===== src/rtl/hdlc_rx_monitor.sv =====
// hdlc_rx_monitor
//   Multi-channel HDLC receive-line monitor. Each channel tracks its ones-run,
//   detects flags, aborts and stuffed zeros, follows a HUNT/FRAME/IDLE state
//   machine, measures the de-stuffed payload length of each closed frame and
//   classifies it as good or bad. Per-channel saturating counters record good
//   frames, aborts and frame errors. Any counter, or the channel status, can be
//   read back through a registered select port.
//
// Ports
//   Clk          rising-edge clock
//   Rst          asynchronous active-high reset
//   Rx_En[N_CH]  per-channel bit strobe; Rx is sampled only where set
//   Rx[N_CH]     serial line bits
//   Cnt_Clr      synchronous clear of every counter (wins over increments)
//   Rd_Sel       channel to read
//   Rd_Type      0 good, 1 aborts, 2 frame errors, 3 status {Idle, InFrame}
//   Rd_Data      registered read data, valid one cycle after the select
//   FlagDetect, AbortDetect, FrameOK, FrameErr  one-cycle event pulses
//   Idle, InFrame                               state levels
module hdlc_rx_monitor #(
  parameter int  N_CH        = 4,
  parameter int  CNT_W       = 16,
  parameter int  MIN_PAYLOAD = 32,
  parameter int  MAX_PAYLOAD = 1024,
  parameter int  IDLE_LEN    = 15,
  localparam int SEL_W       = (N_CH > 1) ? $clog2(N_CH) : 1
) (
  input  logic             Clk,
  input  logic             Rst,
  input  logic [N_CH-1:0]  Rx_En,
  input  logic [N_CH-1:0]  Rx,
  input  logic             Cnt_Clr,
  input  logic [SEL_W-1:0] Rd_Sel,
  input  logic [1:0]       Rd_Type,
  output logic [CNT_W-1:0] Rd_Data,
  output logic [N_CH-1:0]  FlagDetect,
  output logic [N_CH-1:0]  AbortDetect,
  output logic [N_CH-1:0]  FrameOK,
  output logic [N_CH-1:0]  FrameErr,
  output logic [N_CH-1:0]  Idle,
  output logic [N_CH-1:0]  InFrame
);

  typedef enum logic [1:0] {
    HUNT  = 2'd0,
    FRAME = 2'd1,
    IDLE  = 2'd2
  } state_t;

  state_t           state_q   [N_CH];
  state_t           state_d   [N_CH];
  logic [3:0]       run_q     [N_CH];  // saturating ones-run length
  logic [3:0]       run_d     [N_CH];
  logic [10:0]      bits_q    [N_CH];  // bits received in FRAME, saturating
  logic [10:0]      bits_d    [N_CH];
  logic [CNT_W-1:0] cnt_good  [N_CH];
  logic [CNT_W-1:0] cnt_abort [N_CH];
  logic [CNT_W-1:0] cnt_err   [N_CH];

  logic [N_CH-1:0]  flag_ev, abort_ev, stuff_ev, ok_ev, err_ev;
  logic [CNT_W-1:0] rd_d;
  logic             sel_ok;

  // The bit count at a closing flag includes the flag's own leading 0111111,
  // so the payload is seven less.
  function automatic logic payload_legal(input logic [10:0] nbits);
    int p;
    p = int'(nbits) - 7;
    return (p >= MIN_PAYLOAD) && (p <= MAX_PAYLOAD) && (p % 8 == 0);
  endfunction

  function automatic logic [CNT_W-1:0] bump(input logic [CNT_W-1:0] c,
                                            input logic clr, input logic inc);
    if (clr)
      return '0;
    if (inc && (c != '1))
      return c + CNT_W'(1);
    return c;
  endfunction

  // NOTE: every signal written here gets a default first, so no path through
  // the block leaves a value unassigned and no latch is inferred.
  always_comb begin
    state_d  = state_q;
    run_d    = run_q;
    bits_d   = bits_q;
    flag_ev  = '0;
    abort_ev = '0;
    stuff_ev = '0;
    ok_ev    = '0;
    err_ev   = '0;
    for (int ch = 0; ch < N_CH; ch++) begin
      if (Rx_En[ch]) begin
        flag_ev[ch]  = !Rx[ch] && (run_q[ch] == 4'd6);
        stuff_ev[ch] = !Rx[ch] && (run_q[ch] == 4'd5);
        // The run keeps growing past 6, so an abort fires once per run.
        abort_ev[ch] =  Rx[ch] && (run_q[ch] == 4'd6);

        if (Rx[ch])
          run_d[ch] = (run_q[ch] == 4'd15) ? 4'd15 : run_q[ch] + 4'd1;
        else
          run_d[ch] = 4'd0;

        if ((state_q[ch] == FRAME) && !flag_ev[ch] && !stuff_ev[ch] &&
            (bits_q[ch] != '1))
          bits_d[ch] = bits_q[ch] + 11'd1;

        if (flag_ev[ch]) begin
          state_d[ch] = FRAME;
          bits_d[ch]  = '0;
          // A count of exactly seven is an empty frame between two flags.
          if ((state_q[ch] == FRAME) && (bits_q[ch] != 11'd7)) begin
            if (payload_legal(bits_q[ch]))
              ok_ev[ch] = 1'b1;
            else
              err_ev[ch] = 1'b1;
          end
        end else if (abort_ev[ch] && (state_q[ch] == FRAME)) begin
          state_d[ch] = HUNT;
        end else if (Rx[ch] && (int'(run_d[ch]) >= IDLE_LEN) &&
                     (state_q[ch] != IDLE)) begin
          state_d[ch] = IDLE;
        end else if (!Rx[ch] && (state_q[ch] == IDLE)) begin
          state_d[ch] = HUNT;
        end
      end
    end
  end

  always_comb begin
    for (int ch = 0; ch < N_CH; ch++) begin
      Idle[ch]    = (state_q[ch] == IDLE);
      InFrame[ch] = (state_q[ch] == FRAME);
    end
  end

  // Channel selects beyond the populated channels read as zero.
  assign sel_ok = (32'(Rd_Sel) < N_CH);

  always_comb begin
    rd_d = '0;
    if (sel_ok) begin
      unique case (Rd_Type)
        2'd0: rd_d = cnt_good[Rd_Sel];
        2'd1: rd_d = cnt_abort[Rd_Sel];
        2'd2: rd_d = cnt_err[Rd_Sel];
        2'd3: rd_d[1:0] = {Idle[Rd_Sel], InFrame[Rd_Sel]};
      endcase
    end
  end

  // NOTE: state is updated with non-blocking assignments so every register
  // samples the values from before the edge, independent of statement order.
  always_ff @(posedge Clk or posedge Rst) begin
    if (Rst) begin
      // NOTE: the counter arrays are cleared by reset like any other register;
      // they are few enough flops that this is not a memory macro.
      for (int ch = 0; ch < N_CH; ch++) begin
        state_q[ch]   <= HUNT;
        run_q[ch]     <= 4'd15;  // a high line after reset cannot look like an abort
        bits_q[ch]    <= '0;
        cnt_good[ch]  <= '0;
        cnt_abort[ch] <= '0;
        cnt_err[ch]   <= '0;
      end
      FlagDetect  <= '0;
      AbortDetect <= '0;
      FrameOK     <= '0;
      FrameErr    <= '0;
      Rd_Data     <= '0;
    end else begin
      state_q <= state_d;
      run_q   <= run_d;
      bits_q  <= bits_d;
      for (int ch = 0; ch < N_CH; ch++) begin
        cnt_good[ch]  <= bump(cnt_good[ch],  Cnt_Clr, ok_ev[ch]);
        cnt_abort[ch] <= bump(cnt_abort[ch], Cnt_Clr, abort_ev[ch]);
        cnt_err[ch]   <= bump(cnt_err[ch],   Cnt_Clr, err_ev[ch]);
      end
      FlagDetect  <= flag_ev;
      AbortDetect <= abort_ev;
      FrameOK     <= ok_ev;
      FrameErr    <= err_ev;
      Rd_Data     <= rd_d;
    end
  end

endmodule


===== config.mk =====
export PLATFORM = sky130hd
export DESIGN_NAME = hdlc_rx_monitor
export DESIGN_NICKNAME = d
export VERILOG_FILES = /design/src/rtl/hdlc_rx_monitor.sv
export SDC_FILE = /design/constraint.sdc
export NUM_CORES = 1
export LEC_CHECK = 0
export CAP_MARGIN = 20
export CORE_MARGIN = 3
export CORE_UTILIZATION = 56
export DETAILED_ROUTE_END_ITERATION = 7
export PLACE_DENSITY = 0.8
export SYNTH_ARGS = -nofsm -noshare
export SYNTH_HDL_FRONTEND = slang
export SYNTH_SLANG_ARGS = --single-unit

===== constraint.sdc =====
create_clock -name Clk -period 10.6 [get_ports Clk]
set_clock_uncertainty 0.1 [all_clocks]
set_input_delay 2.12 -clock Clk [delete_from_list [all_inputs] [get_ports Clk]]
set_output_delay 2.12 -clock Clk [all_outputs]
set_load 0.1 [all_outputs]

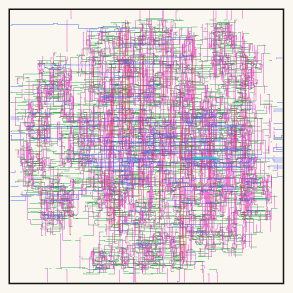
run_1/layers.png
Scale: 1.5 px per um.
cyan -> M5  # wire length 13.8 um
blue -> M3  # wire length 3,160 um
red -> M4  # wire length 1,680 um
magenta -> M2  # wire length 20.3 mm
green -> M1  # wire length 18,000 um
gr usage total: 25.8%
wire per inst: 19.3 um

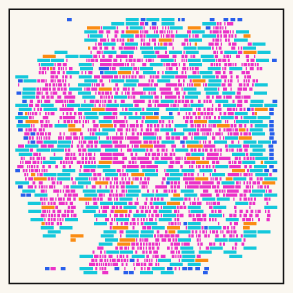
run_1/class_map.png
Scale: 1.5 px per um.
cyan -> sequential cells  # cells 292, share of their area 39%
orange -> clock drivers and dummy loads  # cells 61, share of their area 6.4%
magenta -> remaining logic cells  # cells 1,431, share of their area 51%
blue -> remaining buffers and delay cells  # cells 62, share of their area 3.2%
CORE AREA: 30,000 um2
std cell rows: 63
sequential cell area share: 38.2%
Core Util, Final: 63.9%

==> flow_summary.json, run 1 <==
{
  "syn_area_um2": 17300,
  "cp-end-kind": "register",
  "top_area_cell": "dfrtp_1",
  "r2r_cells": 8,
  "synthTopLogicFamily": "simple AND/OR/NAND/NOR gates",
  "r2r_end": "cnt_good[27]",
  "status": "complete, no violations",
  "p_leak_nw": 7.71,
  "cts_tree": "built",
  "die-height_um": 182,
  "htreeDepth": 2,
  "areaGrowthSynthToFinish_pct": 10.7,
  "period_minus_slack_ns": 5.41,
  "cts-root-buf": "clkbuf_16",
  "routed_wl_um": 43100,
  "final.fill_count": 2345,
  "yosys-top-cells-area": "dfrtp_1, mux4_2, nor2_1, xnor2_1, a21oi_1",
  "fin_setup_tns_ns": 0,
  "antenna_left": 0,
  "ys.flop_type": "dfrtp_1",
  "ys.flops": 292,
  "ys_types": 80,
  "min_from": "run_q[5]",
  "n_antenna_cell": 0,
  "ys_cells": 1823,
  "grt_first_pass_wirelength_um": 70800,
  "finalCritPeriodShare_pct": 51.0,
  "antenna_found_initial": 1,
  "drt_iter0_drc": 1687,
  "warnings": 42,
  "postSynth.asyncResetShare_pct": 100,
  "cp-start-kind": "primary input",
  "r2r_slack_ns": 6.59,
  "synth_cells": 1823,
  "hold_path_depth": 2,
  "timing.rr.start": "run_q[5]",
  "ctsHoldBuffers": 0,
  "top_cells_by_count": "dfrtp_1, nor2_1, nand2_1",
  "whs_endpoint": "run_q[5]",
  "syn-num-nets": 1870,
  "clk_pin_slew_ns": 0.06,
  "port-buffer-count": 54,
  "p_per_area_nw_per_um2": 148,
  "insertion_delay_ns": 0.52,
  "dp.final_hpwl_um": 29400,
  "finalHoldViolCount": 0,
  "synth.area.mux_share_pct": 9.86,
  "post-place-ws_ns": 4.75,
  "via_per_inst": 6.47,
  "cts_buffers": 34,
  "ys_sh_simple_pct": 24.5,
  "post-cts-setup-buffers": 0,
  "nets": 1868,
  "critPathKind": "primary input to register",
  "ys_sh_xor_pct": 5.51,
  "relSlewSlack_pct": 30.1,
  "place.gp.congestion": 0.909,
  "crit_path_end": "cnt_good[27]",
  "yosys.area_share.adder_pct": 2.31,
  "first_pass_iters": 5,
  "edf_count": 0,
  "grt_max_degree": 135,
  "worstPathMaxFanout": 12
}
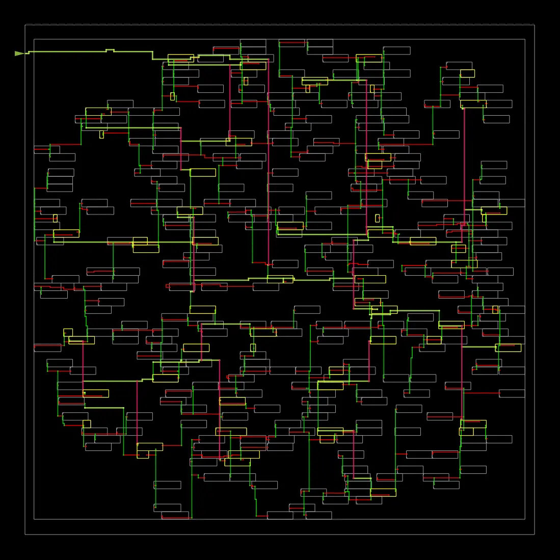
run_1/clock_nets.png
Clock Sinks: 292
clock buf count: 53

-- run 1: placed cells by master (no fill, tap or decap), types with 43 or more instances in the layout --
cell type        count
clkdlybuf4s50_1     51
nand2_1            144
or3_1               55
o21ai_0             74
xor2_1              45
mux4_2              52
xnor2_1             64
nor2_1             180
nand4_1             52
dfrtp_1            276
inv_1               70
nor3_1              43
nand3_1             94
a21oi_1            109
-- run 1: worst max-delay path, cell delays in order --
cell and delay (ns):
clkdlybuf4s50_1 0.51, nor4bb_1 0.64, and2_1 0.47, o211ai_1 0.33, a311o_1 0.53, nor3_1 0.63, nand3_1 0.16, mux2_2 0.30
-- run 1: stage by stage --
stage / cell area, um2 / cells / hold slack [ns]
3_3_place_gp: 18000 / 2174 / 0.420
4_1_cts: 19200 / 2235 / 0.436
6_report: 19200 / 2236 / 0.434
2_1_floorplan: 17300 / 1823 / 0.389
3_5_place_dp: 18000 / 2174 / 0.426
5_1_grt: 19200 / 2236 / 0.476
-- run 1: layout make-up --
type / instances / area [um2] / area share [%]
multi-input cells: 1359 / 9290 / 48.4
flip-flops and latches: 292 / 7330 / 38.2
clock buffers: 53 / 1070 / 5.56
repair buffers: 62 / 607 / 3.16
well taps: 390 / 488 / 2.54
inverters: 72 / 278 / 1.45
clock inverters: 8 / 128 / 0.665
-- run 1: where the power goes --
group | total [mW] | switching [mW] | internal, mW
Clock | 1.24 | 0.468 | 0.767
Sequential | 1.22 | 0.0652 | 1.16
Combinational | 0.390 | 0.257 | 0.133
Total | 2.85 | 0.790 | 2.06
-- run 1: layer usage --
| layer | share of wire, % | track usage [%] |
|---|---|---|
| met1 | 42 | 36.4 |
| met2 | 47 | 40.8 |
| met3 | 7.3 | 3.33 |
| met4 | 3.9 | 10.0 |
| met5 | 0.030 | 0 |
==> run 2: changes to the inputs <==
CORE_UTILIZATION = 63   (was 56)
PLACE_DENSITY = 0.84   (was 0.8)
clock period = 5.25 ns   (was 10.6 ns; I/O delays follow)
==> flow_summary.json, run 2 <==
{
  "avgSynthCellArea_um2": 9.50,
  "synth_dominant_cell_count": "dfrtp_1",
  "clock_sinks": 292,
  "yosysChipArea_um2": 17300,
  "min_path_type": "register to register",
  "insertion_delay_ns": 0.51,
  "worstPathMaxFanout": 12,
  "r2r_end": "cnt_good[27]",
  "finalCritPeriodShare_pct": 77.9,
  "instances_no_fill": 2192,
  "chip_area_um2": 29500,
  "rows": 60,
  "maxSlewViolCount": 0,
  "grt_pass1_vias": 13600,
  "antenna_found_initial": 1,
  "crit_path_start": "Rx[2]",
  "period_minus_slack_ns": 4.09,
  "r2r_slack_ns": 1.51,
  "lay_top_count": "dfrtp_1",
  "power.switching_fraction_pct": 27.5,
  "synth_cells": 1823,
  "status": "complete, no violations",
  "grt_max_degree": 128,
  "p_sw_mw": 1.60,
  "power_frac_comb_pct": 13.7,
  "ys_types": 80,
  "ctsResizeCount": 0,
  "drt_iter0_drc": 1642,
  "place.gp.congestion": 0.964,
  "cts_tree": "built",
  "syn_area_um2": 17300,
  "yosys-top-cells-area": "dfrtp_1, mux4_2, nor2_1, xnor2_1, a21oi_1",
  "ctsHoldBuffers": 0,
  "ys.flop_type": "dfrtp_1",
  "edf_count": 0,
  "gr-total-overflow": 0,
  "r2r_cells": 8,
  "rsz0062_at_grt": "no",
  "clk_pin_slew_ns": 0.05,
  "layout-drive-gt1-share_pct": 10.4,
  "top_area_share_pct": 39.9,
  "place_inst": 2129,
  "ys_cells": 1823,
  "nets": 1872,
  "cts_buffers": 34,
  "finalHoldViolCount": 0,
  "pwr-share-clk_pct": 43.8,
  "seqPwrFrac_pct": 42.5,
  "top_area_cell": "dfrtp_1",
  "ys.warnings.count": 0,
  "drv_cap": 0,
  "die-height_um": 172,
  "largestRegisters": "cnt_abort x64, cnt_err x64, cnt_good x64",
  "clockBufferDepth": 3,
  "cp-start-kind": "primary input",
  "initCoreUtil_pct": 64.1,
  "setup_viol": 0,
  "warnings": 42,
  "grt_first_pass_wirelength_um": 69700,
  "ir_worst_vdd_mv": 0.284,
  "top_cells_by_count": "dfrtp_1, nor2_1, nand2_1",
  "relSlewSlack_pct": 33.5,
  "areaGrowthSynthToFinish_pct": 10.8,
  "cp-end-kind": "register",
  "cts-root-buf": "clkbuf_16",
  "via_per_inst": 6.64,
  "drc_errors": 0,
  "htreeDepth": 2,
  "max_freq_mhz": 245,
  "syn-num-nets": 1870,
  "antenna_left": 0,
  "p_leak_nw": 7.74,
  "lay_top_cells": "dfrtp_1, nor2_1, nand2_1",
  "whs_endpoint": "run_q[5]",
  "timing.rr.start": "run_q[5]",
  "ys.flops": 292,
  "crit_required_ns": 5.53,
  "hold_path_depth": 2,
  "fin_setup_tns_ns": 0,
  "crit_path_end": "cnt_good[27]",
  "dp.final_hpwl_um": 29500,
  "synth_seq_share_pct": 42.3,
  "min_from": "run_q[5]",
  "worst_ep_arrival_time_ns": 4.37,
  "critPathKind": "primary input to register",
  "port-buffer-count": 54,
  "worst_pin_slew_ns": 0.992,
  "internal-power_mw": 4.22,
  "post-cts-setup-buffers": 0,
  "power_mw": 5.81,
  "io_pins": 55,
  "p_per_area_nw_per_um2": 303,
  "postSynth.asyncResetShare_pct": 100,
  "fp.dieW_um": 172,
  "first_pass_iters": 6
}
-- run 2: worst max-delay path: stages --
cell and delay [ns]:
clkdlybuf4s50_1 0.52, nor4bb_1 0.68, and2_1 0.26, o211ai_1 0.26
a311o_1 0.53, nor3_1 0.61, nand3_1 0.17, mux2_2 0.30
-- run 2: power groups by stage --
stage	Clock, mW	Sequential (mW)	Combinational [mW]
global placement	0	2.50	0.762
CTS	2.57	2.47	0.791
floorplan	0	2.46	0.654
detailed placement	0	2.51	0.785
finish	2.55	2.47	0.797
global route	2.67	2.49	0.875
-- run 2: metal layers --
metal / vias to the layer above / global-route usage, % / wire [um]
li1: 6675 / - / -
met1: 7123 / 40.0 / 17300
met2: 642 / 47.0 / 20300
met3: 121 / 4.53 / 3530
met4: 0 / 12.7 / 1860
met5: - / 0 / 0
-- run 2: area by class of cell --
class	count	area, um2
Clock buffer	46	977
Sequential cell	292	7330
Inverter	72	274
Fill cell	1898	7830
Multi-Input combinational cell	1359	9290
Clock inverter	15	238
Antenna cell	1	2.50
Tap cell	341	427
Timing Repair Buffer	66	662
-- run 2: kinds of logic after synthesis --
family	count (synthesis)	share of synthesized area, %
mux	103	9.86
simple gates	794	24.5
buf+inv	172	4.09
compound gates	321	11.5
xor+xnor	109	5.51
flops	292	42.3
fa+ha+maj	32	2.31
-- run 2: per-stage QoR --
step	util [%]	cell area, um2	setup WS, ns	hold slack [ns]
floorplan	-	17300	0.238	0.389
global placement	66.5	18000	0.930	0.414
detailed placement	66.5	18000	0.737	0.417
CTS	71.0	19200	1.24	0.424
global route	71.0	19200	0.921	0.469
finish	71.0	19200	1.16	0.422
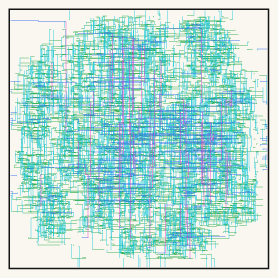
run_2/layers.png
Scale: 1.5 px per um.
cyan -> M2  # wire length 20.3 mm
green -> M1  # wire length 17,300 um
magenta -> M4  # wire length 1,860 um
blue -> M3  # wire length 3,530 um
gr usage total: 29.3%
wire per inst: 19.6 um
overall routed net length: 43,000 um
vias: 14.6k

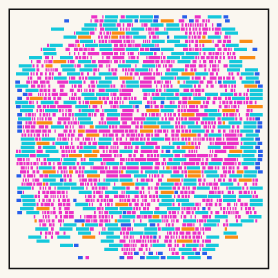
run_2/class_map.png
Scale: 1.5 px per um.
magenta -> remaining logic cells  # cells 1,431, share of their area 51%
cyan -> sequential cells  # cells 292, share of their area 39%
blue -> remaining buffers and delay cells  # cells 66, share of their area 3.5%
orange -> clock drivers and dummy loads  # cells 61, share of their area 6.5%
CORE AREA: 27,000 um2
fin area: 19,200 um2

Power and IR drop assume default switching activity.
